[config.mk]
export PLATFORM = sky130hd
export DESIGN_NAME = store_unit
export DESIGN_NICKNAME = d
export VERILOG_FILES = /design/src/rtl/core_pack.sv /design/src/rtl/store_pack.sv /design/src/rtl/store_unit.sv
export SDC_FILE = /design/constraint.sdc
export NUM_CORES = 1
export LEC_CHECK = 0
export CAP_MARGIN = 25
export CELL_PAD_IN_SITES_DETAIL_PLACEMENT = 0
export CELL_PAD_IN_SITES_GLOBAL_PLACEMENT = 1
export CORE_MARGIN = 2
export CORE_UTILIZATION = 43
export CTS_CLUSTER_SIZE = 28
export DETAILED_ROUTE_END_ITERATION = 8
export PLACE_DENSITY = 0.95
export SLEW_MARGIN = 0
export SYNTH_ARGS = -nofsm -noshare
export SYNTH_HDL_FRONTEND = slang
export SYNTH_HIERARCHICAL = 1
export SYNTH_SLANG_ARGS = --single-unit
[constraint.sdc]
create_clock -name clk -period 16.5 [get_ports clk]
set_input_delay 4.125 -clock clk [delete_from_list [all_inputs] [get_ports clk]]
set_output_delay 4.125 -clock clk [all_outputs]
set_load 0.02 [all_outputs]
[src/rtl/core_pack.sv]
// rtl/core_pack.sv - shared core types for the memory data path
package CorePack;

    typedef logic [63:0] addr_t;
    typedef logic [63:0] data_t;
    typedef logic [7:0]  mask_t;

    typedef enum logic [3:0] {
        MEM_NO = 4'd0,
        MEM_B  = 4'd1,
        MEM_H  = 4'd2,
        MEM_W  = 4'd3,
        MEM_D  = 4'd4,
        MEM_UB = 4'd5,
        MEM_UH = 4'd6,
        MEM_UW = 4'd7
    } mem_op_enum;

    typedef struct packed {
        addr_t waddr;
        data_t wdata;
        mask_t wmask;
    } store_entry_t;

endpackage

[src/rtl/store_pack.sv]
// rtl/store_pack.sv - combinational store lane packer and alignment check
//
// Ports:
//   st_op, st_addr, st_data : incoming store request fields
//   waddr                   : doubleword address (low three bits cleared)
//   wdata                   : value moved into its byte lanes, other bytes zero
//   wmask                   : byte enables for the written lanes
//   misaligned              : store of a known width at an address it cannot take
//   enq                     : store should be written to the queue
module store_pack
    import CorePack::*;
(
    input  mem_op_enum st_op,
    input  addr_t      st_addr,
    input  data_t      st_data,
    output addr_t      waddr,
    output data_t      wdata,
    output mask_t      wmask,
    output logic       misaligned,
    output logic       enq
);

    logic [7:0]  byte_mask;
    logic [63:0] width_mask;
    logic        aligned;
    logic        valid_op;
    logic [2:0]  off;

    always_comb begin
        byte_mask  = 8'h00;
        width_mask = 64'h0;
        aligned    = 1'b1;
        valid_op   = 1'b1;
        case (st_op)
            MEM_B, MEM_UB: begin
                byte_mask  = 8'h01;
                width_mask = 64'h0000_0000_0000_00FF;
            end
            MEM_H, MEM_UH: begin
                byte_mask  = 8'h03;
                width_mask = 64'h0000_0000_0000_FFFF;
                aligned    = (st_addr[0] == 1'b0);
            end
            MEM_W, MEM_UW: begin
                byte_mask  = 8'h0F;
                width_mask = 64'h0000_0000_FFFF_FFFF;
                aligned    = (st_addr[1:0] == 2'b00);
            end
            MEM_D: begin
                byte_mask  = 8'hFF;
                width_mask = 64'hFFFF_FFFF_FFFF_FFFF;
                aligned    = (st_addr[2:0] == 3'b000);
            end
            default: begin
                valid_op = 1'b0;
            end
        endcase
    end

    assign off        = st_addr[2:0];
    assign waddr      = {st_addr[63:3], 3'b000};
    assign wdata      = (st_data & width_mask) << {off, 3'b000};
    assign wmask      = byte_mask << off;
    assign misaligned = valid_op && !aligned;
    assign enq        = valid_op && aligned;

endmodule

[src/rtl/store_unit.sv]
// rtl/store_unit.sv - store packing, in-order store queue and memory write drain
//
// Ports:
//   clk, rstn          : clock, synchronous active-low reset
//   st_valid/st_ready  : store request handshake from the MEM stage
//   st_op/addr/data    : store width, byte address, LSB-justified value
//   dmem_wen/wready    : write handshake toward data memory (head of queue)
//   dmem_waddr/wdata/wmask : head entry, zero while the queue is empty
//   misalign           : one-cycle pulse after a dropped misaligned store
//   ld_check_addr      : load address to compare against pending stores
//   ld_conflict        : a pending store hits the load's doubleword
//   empty              : queue holds no entries
module store_unit
    import CorePack::*;
#(
    parameter int DEPTH = 2
) (
    input  logic       clk,
    input  logic       rstn,
    input  logic       st_valid,
    output logic       st_ready,
    input  mem_op_enum st_op,
    input  addr_t      st_addr,
    input  data_t      st_data,
    output logic       dmem_wen,
    input  logic       dmem_wready,
    output addr_t      dmem_waddr,
    output data_t      dmem_wdata,
    output mask_t      dmem_wmask,
    output logic       misalign,
    input  addr_t      ld_check_addr,
    output logic       ld_conflict,
    output logic       empty
);

    localparam int AW = $clog2(DEPTH);

    store_entry_t       entries [DEPTH];
    logic [DEPTH-1:0]   slot_valid;
    logic [AW:0]        wr_ptr;
    logic [AW:0]        rd_ptr;
    logic [AW-1:0]      wr_idx;
    logic [AW-1:0]      rd_idx;
    logic               full;
    logic               accept;
    logic               push;
    logic               pop;
    logic               misalign_q;

    addr_t              pk_waddr;
    data_t              pk_wdata;
    mask_t              pk_wmask;
    logic               pk_misaligned;
    logic               pk_enq;
    store_entry_t       head;

    store_pack u_pack (
        .st_op      (st_op),
        .st_addr    (st_addr),
        .st_data    (st_data),
        .waddr      (pk_waddr),
        .wdata      (pk_wdata),
        .wmask      (pk_wmask),
        .misaligned (pk_misaligned),
        .enq        (pk_enq)
    );

    assign wr_idx = wr_ptr[AW-1:0];
    assign rd_idx = rd_ptr[AW-1:0];

    // Extra wrap bit distinguishes full from empty when indices coincide.
    assign full  = (wr_ptr[AW] != rd_ptr[AW]) && (wr_idx == rd_idx);
    assign empty = (wr_ptr == rd_ptr);

    // Ready ignores a same-cycle pop so st_ready never depends on dmem_wready.
    assign st_ready = !full;
    assign accept   = st_valid && st_ready;
    assign push     = accept && pk_enq;
    assign dmem_wen = !empty;
    assign pop      = dmem_wen && dmem_wready;

    always_ff @(posedge clk) begin
        if (!rstn) begin
            wr_ptr     <= '0;
            rd_ptr     <= '0;
            slot_valid <= '0;
            misalign_q <= 1'b0;
        end else begin
            misalign_q <= accept && pk_misaligned;
            if (push) begin
                slot_valid[wr_idx] <= 1'b1;
                wr_ptr             <= wr_ptr + {{AW{1'b0}}, 1'b1};
            end
            if (pop) begin
                slot_valid[rd_idx] <= 1'b0;
                rd_ptr             <= rd_ptr + {{AW{1'b0}}, 1'b1};
            end
        end
    end

    // Payload storage needs no reset: slot_valid and the pointers gate all use.
    always_ff @(posedge clk) begin
        if (push) begin
            entries[wr_idx] <= '{waddr: pk_waddr, wdata: pk_wdata, wmask: pk_wmask};
        end
    end

    assign head       = entries[rd_idx];
    assign dmem_waddr = empty ? '0 : head.waddr;
    assign dmem_wdata = empty ? '0 : head.wdata;
    assign dmem_wmask = empty ? '0 : head.wmask;
    assign misalign   = misalign_q;

    // Doubleword match only; the byte offset of the load is irrelevant here.
    logic unused_ld_low;
    assign unused_ld_low = ^ld_check_addr[2:0];

    always_comb begin
        ld_conflict = 1'b0;
        for (int i = 0; i < DEPTH; i++) begin
            if (slot_valid[i] && (entries[i].waddr[63:3] == ld_check_addr[63:3])) begin
                ld_conflict = 1'b1;
            end
        end
    end

endmodule

Fig. 1: run 1, clock wiring as the flow saved it
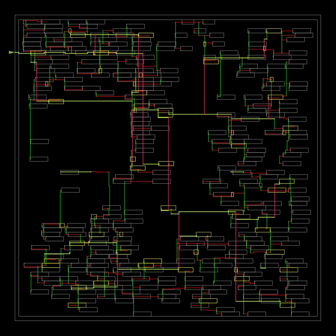
clk_buf instances: 33
# clock sinks: 280
TritonCTS Buffers: 30

Fig. 2: run 1, clock network drawn from the DEF
Bar = 50 µm.
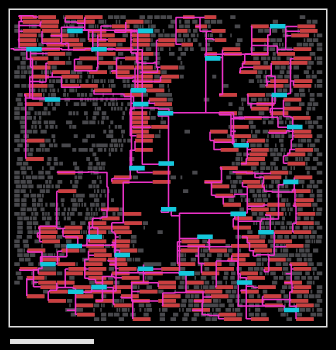
legend:
  clock-net drivers:
    color: cyan
    count: 30
  clock wires:
    color: magenta
    length: 3490 µm
  flip-flops:
    color: red
    count: 280
routed clock nets: 31
power share of the clock group: 38.2%
Clock Skews: 0.0134 ns
P_clk: 0.000731 W
Clock Latency Late Sink: 0.55 ns

Fig. 3: run 1, placed cells, one color a class
Fill, decap, tap and diode cells in gray.
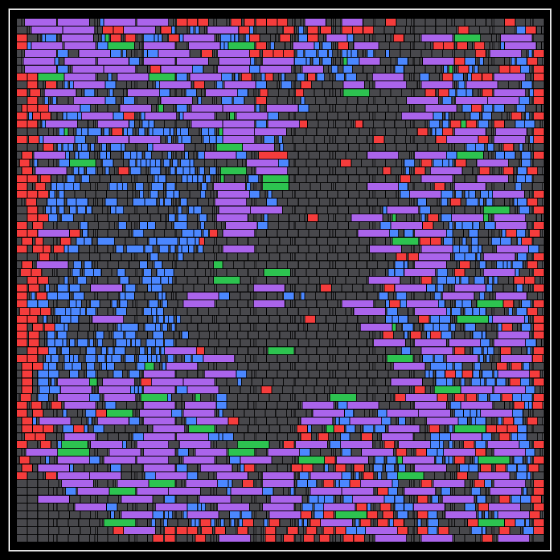
legend:
  remaining buffers and delay cells:
    color: red
    cells: 351
  registers:
    color: purple
    cells: 280
  clock drivers and dummy loads:
    color: green
    cells: 56
  remaining logic cells:
    color: blue
    cells: 784
Std-Cell Rows: 67
final design utilization: 56.6%

Fig. 4: run 1, metal layers overlaid
Bar = 50 µm. Only two layers are drawn.
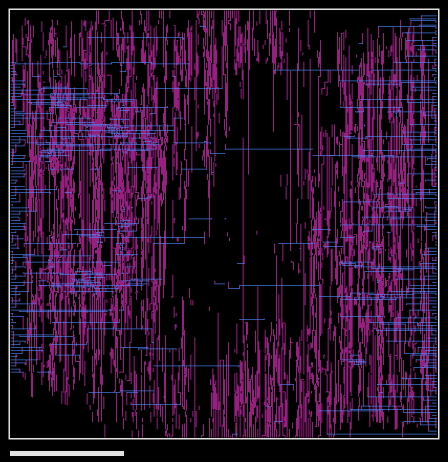
legend:
  M3:
    color: blue
    wire_length: 4310 µm
  M2:
    color: magenta
    wire_length: 23.1 mm
via count: 10881
total wire length: 46400 µm

==> out/metrics.csv, run 1 <==
metric,value,unit
status,"finished, final reports clean",
Max clock buf depth,3,
# setup viols final,0,
mux share,11.6,%
"antenna viol nets, final",0,
layer with the highest usage,met2,
"Data arrival, critical path",6.75,ns
Hold Path Sink,wr_ptr[1],
antenna violations before repair,1,
Place WS,5.69,ns
ys flop type,edfxtp_1,
cells in synth_stat.txt,1187,
Top Layer Used,met4,
worst-path fanout max,3,
RSZ-0062 raised after global routing,false,
Max VDD drop,79.5,µV
crit end category,output port,
"Hold-fix buffers, CTS",0,
reg2reg start,rd_ptr[1],
crit start category,input port,
first-pass GRT wire length,68200,µm
CP cell instances,clkdlybuf4s50_1 -> xnor2_1 -> nand4_1 -> nor4_1 -> nand4_1 -> o22ai_1 -> clkdlybuf4s50_1,
Top-area cell share,56.2,%
wire length on met2,23100,µm
layout cell share with drive strength beyond 1,5.98,%
crit path to,ld_conflict,
Sum Neg Setup Slack,0,ns
yosys stat area,0.0145,mm²
die area,0.0353,mm²
tool warnings,29,
Top Layout Cells,"clkdlybuf4s50_1 (336), edfxtp_1 (272), nor2_1 (169)",
Post-Layout Cell Count,1920,
max FFs per register,272,
Top reg by flops,entries,
Post-Syn Area,0.0145,mm²
"Adder Share, Synth",0,%
cell count after synthesis,1187,
Overflow after GRT,0,
Final clock-cell share,5.70,%
distinct lib cells,66,
leading area contributor after synthesis,edfxtp_1,
Die Width,188,µm
Non-clock buffer share,18.4,%
routing usage on met1,30.6,%
Top class by area,registers,
CP Launch Point,ld_check_addr[17],
Slew Limit Fails,0,
Final Cell Area,0.0189,mm²
Worst path top cell family by delay,buffers and inverters,
"EDFF count, synth",272,
fp_density,43.5,%
non-clock buffer count in the final layout,351,
GR met3 Demand/Resource,5.28,%
met2 Resource Use GR,45.6,%
H-tree Lvls,1,
area grow syn2layout,30.2,%
I/O pin count,341,
ANT cells,1,
fmax,91.9,MHz
post-synthesis sequential area ratio,57.3,%
router iterations before antenna repair,6,
pin count of the biggest net entering global routing,89,
slew at the pin closest to its max-slew limit,0.990,ns
hold path depth,2,
CTS tree,done,
worst hold slack,0.521,ns
Critical Path RT,12.38,ns
tap cells,448,
flop share of the area,44.0,%
area fraction in xor and xnor cells,5.72,%
GRT Total Usage,25.7,%
leak pwr,6.13,nW
Worst path max stage delay,0.64,ns
Final Hold Viols,0,
Core ar.,0.0334,mm²
r2r setup slk,13.81,ns
CTS-repair resized insts,0,
slowest CP cell,clkdlybuf4s50_1,
yosys synthesis warning count,6,
Buf/Inv on CP,2,
Detailed Place HPWL,33900,µm
logic area,0.00535,mm²
Detailed Route Iter0 Violations,1204,
Flops after synth,280,
final net count,1647,
Comb area share,28.3,%
clk slew on worst S/H paths,0.06,ns
CP Depth,7,
ys async rst share,0,%
relative slew slack,33.9,%
MI comb cells,754,
syn avg cell area,12.2,µm²
RePlAce Congestion,0.943,
critical hold path startpoint,wr_ptr[1],
vias in the first global route,10962,
Inst Count DP,1861,
fill count,2739,
yosys aoi share,8.65,%
DRC,0,
postcts setup bufs,0,
Reg2Reg Depth,5,
max-cap violations,0,
[run 1: synth_stat cells, types with 5 or more instances]
cell type    n
inv_1       29
nand4_1     20
a21oi_1     14
edfxtp_1   272
a22oi_1     23
and2_1      14
o21ai_0     21
o211ai_1    22
nor2b_1      9
o221ai_1    13
o211a_1      8
nor2_1     171
clkbuf_1    25
nand3_1     28
and3_1       7
o22ai_1      6
mux2i_1    161
a32oi_1     11
nand2_1     22
nor3_1       9
buf_2       30
mux2_2       7
buf_4       65
nor4_1      11
nand2b_1    13
o22a_1       8
dfxtp_1      8
xor2_1      20
a31oi_1      5
xnor2_1     75
[run 1: power by group]
part | switching, W | internal (W)
sequential | 0.0000109 | 0.000797
combinational | 0.000211 | 0.000166
clock | 0.000280 | 0.000451
==> run 1 -> run 2 <==
--- a/config.mk
+++ b/config.mk
@@ -9,10 +9,10 @@
 export CELL_PAD_IN_SITES_DETAIL_PLACEMENT = 0
 export CELL_PAD_IN_SITES_GLOBAL_PLACEMENT = 1
 export CORE_MARGIN = 2
-export CORE_UTILIZATION = 43
+export CORE_UTILIZATION = 36
 export CTS_CLUSTER_SIZE = 28
 export DETAILED_ROUTE_END_ITERATION = 8
-export PLACE_DENSITY = 0.95
+export PLACE_DENSITY = 0.89
 export SLEW_MARGIN = 0
 export SYNTH_ARGS = -nofsm -noshare
 export SYNTH_HDL_FRONTEND = slang
==> constraint.sdc (replaced) <==
create_clock -name clk -period 8.78 [get_ports clk]
set_input_delay 2.195 -clock clk [delete_from_list [all_inputs] [get_ports clk]]
set_output_delay 2.195 -clock clk [all_outputs]
set_load 0.02 [all_outputs]
Fig. 5: run 2, sequential cells colored by netlist name
Bar = 50 µm. Other sequential cells in the stronger gray, the rest of the logic in the fainter gray.
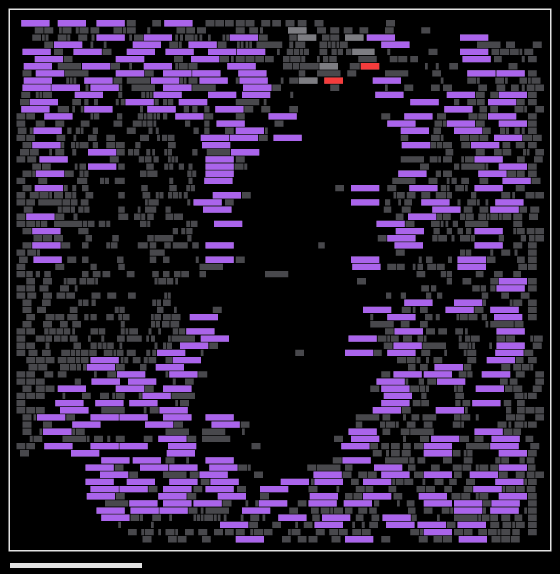
legend:
  slot_valid:
    color: red
    placed_flops: 2
  entries:
    color: purple
    placed_flops: 272
    where: spread over the die

Fig. 6: run 2, metal layers overlaid
Bar = 50 µm. Only two layers are drawn.
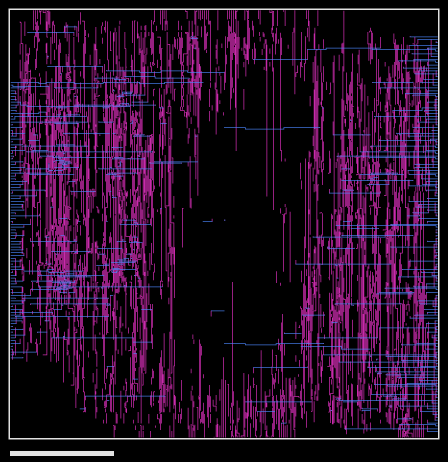
legend:
  M3:
    color: blue
    wire_length: 4320 µm
  M2:
    color: magenta
    wire_length: 23.2 mm

==> run 2 against run 1 <==
Effect of this change: register-to-register slack worse by 7.3 ns; final area grew 0.26%; worst setup slack worse by 3.8 ns; cell count rose by 4.0%; wire length is 5.1% higher; count of clock-buffer cells in the layout increased by 10; synthesized cell count stayed put; non-clock buffer count fell by 3; critical path type unchanged; critical endpoint unchanged; highest routed layer unchanged.
==> out/metrics.csv, run 2 <==
metric,value,unit
status,"finished, final reports clean",
post-synthesis sequential area ratio,57.3,%
comb pwr,0.000726,W
Final Cell Area,0.0190,mm²
"Hold-fix buffers, CTS",0,
Overflow after GRT,0,
non-clock buffer count in the final layout,348,
Final clock-cell share,5.41,%
Core ar.,0.0398,mm²
Combinational Power Share,20.5,%
tool warnings,35,
crit end category,output port,
first-pass GRT wire length,69500,µm
Switching Power,0.000951,W
vias in the first global route,10822,
Slew Limit Fails,0,
tap cells,525,
Max clock buf depth,3,
# clock sinks,280,
leak pwr,6.09,nW
Comb area share,28.2,%
Top-area cell share,56.2,%
critical hold path startpoint,wr_ptr[1],
RePlAce Congestion,0.943,
slew at the pin closest to its max-slew limit,1.06,ns
worst hold slack,0.521,ns
switching part of the total power,26.8,%
Clock Latency Late Sink,0.52,ns
Int Pwr,0.00260,W
ys async rst share,0,%
cells in synth_stat.txt,1187,
Sum Neg Setup Slack,0,ns
share of power burned in registers,42.6,%
reg2reg start,rd_ptr[1],
total wire length,48800,µm
yosys stat area,0.0145,mm²
final design utilization,47.7,%
I/O pin count,341,
Inst Count DP,1936,
ANT cells,3,
Std-Cell Rows,73,
crit start category,input port,
cell count after synthesis,1187,
clk slew on worst S/H paths,0.06,ns
Post-Syn Area,0.0145,mm²
distinct lib cells,66,
Non-clock buffer share,18.4,%
Final Hold Viols,0,
power share of the clock group,36.9,%
fmax,144,MHz
Post-Layout Cell Count,1996,
layer with the highest usage,met2,
r2r setup slk,6.50,ns
Reg2Reg Depth,5,
syn avg cell area,12.2,µm²
yosys synthesis warning count,6,
Largest Pwr Group,registers,
Worst path max stage delay,0.64,ns
Place WS,1.82,ns
sequential power,0.00151,W
ys flop type,edfxtp_1,
Top Layer Used,met4,
max-cap violations,0,
"antenna viol nets, final",0,
logic area,0.00535,mm²
die area,0.0420,mm²
router iterations before antenna repair,5,
H-tree Lvls,2,
antenna violations before repair,2,
RSZ-0062 raised after global routing,false,
Top reg by flops,entries,
Detailed Place HPWL,35600,µm
CP cell instances,clkdlybuf4s50_1 -> xnor2_1 -> nand4_1 -> nor4_1 -> nand4_1 -> o22ai_1 -> clkdlybuf4s50_1,
wire length on met2,23200,µm
Top Layout Cells,"clkdlybuf4s50_1 (335), edfxtp_1 (272), nor2_1 (169)",
slowest CP cell,clkdlybuf4s50_1,
run 2: cell counts after synthesis:
Identical to the previous run, type by type.
run 2: how the worst max path moves through the flow:
stage	end	slack (ns)	cells after the start
4_1_cts	ld_conflict	1.81	7
5_1_grt	ld_conflict	1.72	7
3_3_place_gp	ld_conflict	1.84	7
2_1_floorplan	slot_valid[0]	1.48	8
3_5_place_dp	ld_conflict	1.82	7
6_report	ld_conflict	1.81	7
run 2: kinds of logic after synthesis:
family                 Yosys count  synth area share (%)
AND/OR/NAND/NOR                323                  10.6
XOR/XNOR                        95                  5.72
flip-flops                     280                  57.3
multiplexers                   168                  11.6
buffers and inverters          155                  6.04
AND-OR/OR-AND                  165                  8.65
other                            1                0.0258
==> run 2 -> run 3 <==
==> constraint.sdc (replaced) <==
create_clock -name clk -period 6.2 [get_ports clk]
set_input_delay 1.55 -clock clk [delete_from_list [all_inputs] [get_ports clk]]
set_output_delay 1.55 -clock clk [all_outputs]
set_load 0.02 [all_outputs]
Fig. 7: run 3, sequential cells colored by netlist name
Bar = 50 µm. Other sequential cells in the stronger gray, the rest of the logic in the fainter gray.
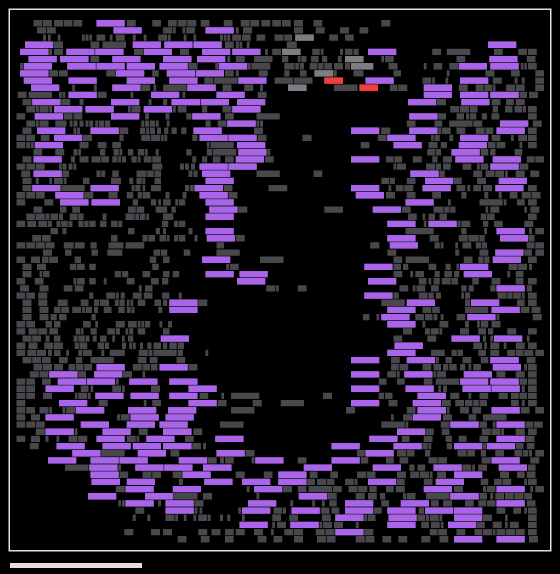
legend:
  entries:
    color: purple
    placed_flops: 272
    where: spread over the die
  slot_valid:
    color: red
    placed_flops: 2
not colored: 6

Fig. 8: run 3, placed cells, one color a class
Fill, decap, tap and diode cells in gray.
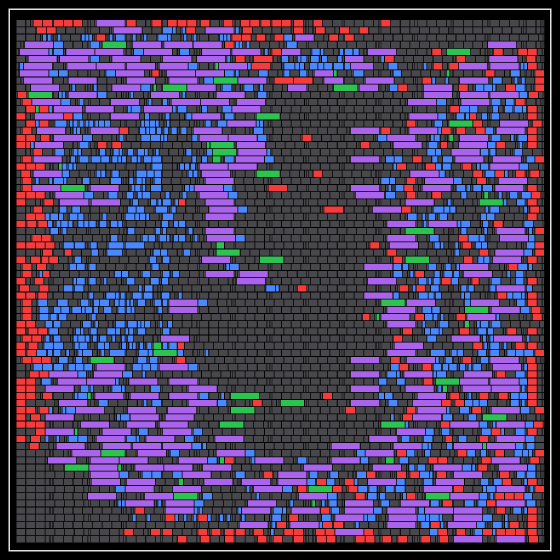
legend:
  remaining logic cells:
    color: blue
    cells: 784
  registers:
    color: purple
    cells: 280
  clock drivers and dummy loads:
    color: green
    cells: 56
  remaining buffers and delay cells:
    color: red
    cells: 354

==> run 3 against run 2 <==
Effect of this change: register-to-register slack lost 2.3 ns; die area unchanged; power up 38%; via count is 0.89% higher; critical path depth is 2 higher; worst setup slack worse by 1.3 ns; combinational power grew 39%; flip-flop count did not move; global-route usage shrank 0.61 points; final area about the same; clock power is 31% higher; highest routed layer is now met5.
==> out/metrics.csv, run 3 <==
metric,value,unit
status,"finished, final reports clean",
Worst path max stage delay,0.61,ns
reg2reg start,rd_ptr[1],
hold path depth,2,
met2 Resource Use GR,38.2,%
most common cell in the netlist,edfxtp_1,
"EDFF count, synth",272,
"Data arrival, critical path",4.18,ns
CP cell instances,clkdlybuf4s50_1 -> xnor2_1 -> nand4_1 -> nor4_1 -> buf_4 -> nand4_1 -> o22ai_1 -> buf_4 -> clkdlybuf4s50_1,
clk slew on worst S/H paths,0.06,ns
most numerous logic cell after layout,clkdlybuf4s50_1,
Sum Neg Setup Slack,0,ns
Inst Count DP,1943,
postcts setup bufs,0,
die area,0.0420,mm²
vias in the first global route,10936,
slowest CP cell,clkdlybuf4s50_1,
r2r setup slk,4.23,ns
layer with the highest usage,met2,
layout cell share with drive strength beyond 1,5.83,%
tool warnings,29,
CTS-repair resized insts,0,
Core ar.,0.0398,mm²
clk root buf,clkbuf_16,
max FFs per register,272,
pin count of the biggest net entering global routing,74,
Top Layout Cells,"clkdlybuf4s50_1 (336), edfxtp_1 (272), nor2_1 (169)",
crit path time final,5.73,ns
Buf/Inv on CP,4,
Die Width,205,µm
Basic Gates by Area,10.6,%
wire length on met2,23100,µm
post-synthesis sequential area ratio,57.3,%
Slew Limit Fails,0,
leading area contributor after synthesis,edfxtp_1,
first-pass GRT wire length,68700,µm
ys async rst share,0,%
Final Hold Viols,0,
Overflow after GRT,0,
Setup WS post-layout,0.473,ns
syn avg cell area,12.2,µm²
Detailed Place HPWL,35800,µm
Tcrit/Tclk final,92.4,%
GRT Total Usage,22.1,%
Place WS,0.542,ns
H-tree Lvls,1,
Top Layer Used,met5,
I/O pin count,341,
Clock Skews,0.00715,ns
area grow syn2layout,30.6,%
RePlAce Congestion,0.950,
Post-Layout Cell Count,2002,
Post-Syn Area,0.0145,mm²
Max VDD drop,224,µV
routing usage on met1,27.2,%
distinct lib cells,66,
placed instance area,0.0180,mm²
Hold Path Sink,wr_ptr[1],
"Hold-fix buffers, CTS",0,
router iterations before antenna repair,6,
# setup viols final,0,
# clock sinks,280,
via count,10854,
mux share,11.6,%
Top reg by flops,entries,
crit start category,input port,
Clock Latency Late Sink,0.56,ns
final net count,1650,
Post-synth top cells,"edfxtp_1 (272), nor2_1 (171), mux2i_1 (161)",
final design utilization,47.7,%
vias per cell,5.42,
worst hold slack,0.512,ns
Worst path top cell family by delay,buffers and inverters,
top cells by area,"edfxtp_1 (56%), mux2i_1 (11%), xnor2_1 (4.5%)",
Std-Cell Rows,73,
leak pwr,6.11,nW
Reg2Reg Depth,5,
antenna violations before repair,4,
Max clock buf depth,3,
max-cap violations,0,
area fraction in xor and xnor cells,5.72,%
total wire length,48000,µm
ys flop type,edfxtp_1,
yosys stat area,0.0145,mm²
"antenna viol nets, final",0,
slew at the pin closest to its max-slew limit,0.961,ns
Top logic family,multiplexers,
CTS tree,done,
TritonCTS Buffers,30,
fp_density,36.5,%
Top-area cell share,56.2,%
overall power,0.00489,W
RSZ-0062 raised after global routing,false,
wire length per cell,24.0,µm
critical hold path startpoint,wr_ptr[1],
yosys synthesis warning count,6,
cells in synth_stat.txt,1187,
port bufs,337,
Final Cell Area,0.0190,mm²
DRC,0,
relative slew slack,35.8,%
Detailed Route Iter0 Violations,934,
power per cell area,257,mW/mm²
critical path type,input port to output port,
DRT met1 WL,18900,µm
yosys aoi share,8.65,%
cell count after synthesis,1187,
fmax,175,MHz
"Adder Share, Synth",0,%
crit end category,output port,
Hold Path Class,register to register,
Critical Path RT,4.65,ns
Flops after synth,280,
reg-to-reg critical path endpoint,entries[1][73],
Die H,205,µm
GR met3 Demand/Resource,4.20,%
DR WL met3,4070,µm
worst-path fanout max,3,
## run 3: where the power goes
group          switching [W]  internal (W)
registers          0.0000365       0.00212
logic               0.000564      0.000447
clock network       0.000722      0.000998
## run 3: final cells by class
type	count	area [µm²]
multi-input combinational	754	5350
clock inverter	18	148
timing repair buffer	354	3570
antenna	3	7.51
fill	3602	20800
tap	525	657
sequential	280	8330
clock buffer	38	802
inverter	30	115
## run 3: worst max path at each step
stage | from | to | slack, ns | cells past startpoint
finish | ld_check_addr[17] | ld_conflict | 0.47 | 9
global route | ld_check_addr[17] | ld_conflict | 0.41 | 9
CTS | ld_check_addr[17] | ld_conflict | 0.54 | 9
detailed placement | ld_check_addr[17] | ld_conflict | 0.54 | 9
global placement | ld_check_addr[17] | ld_conflict | 0.58 | 9
floorplan | st_op[1] | slot_valid[0] | 1.10 | 8
Power figures rest on the tool's default switching activity, not on a simulated workload.
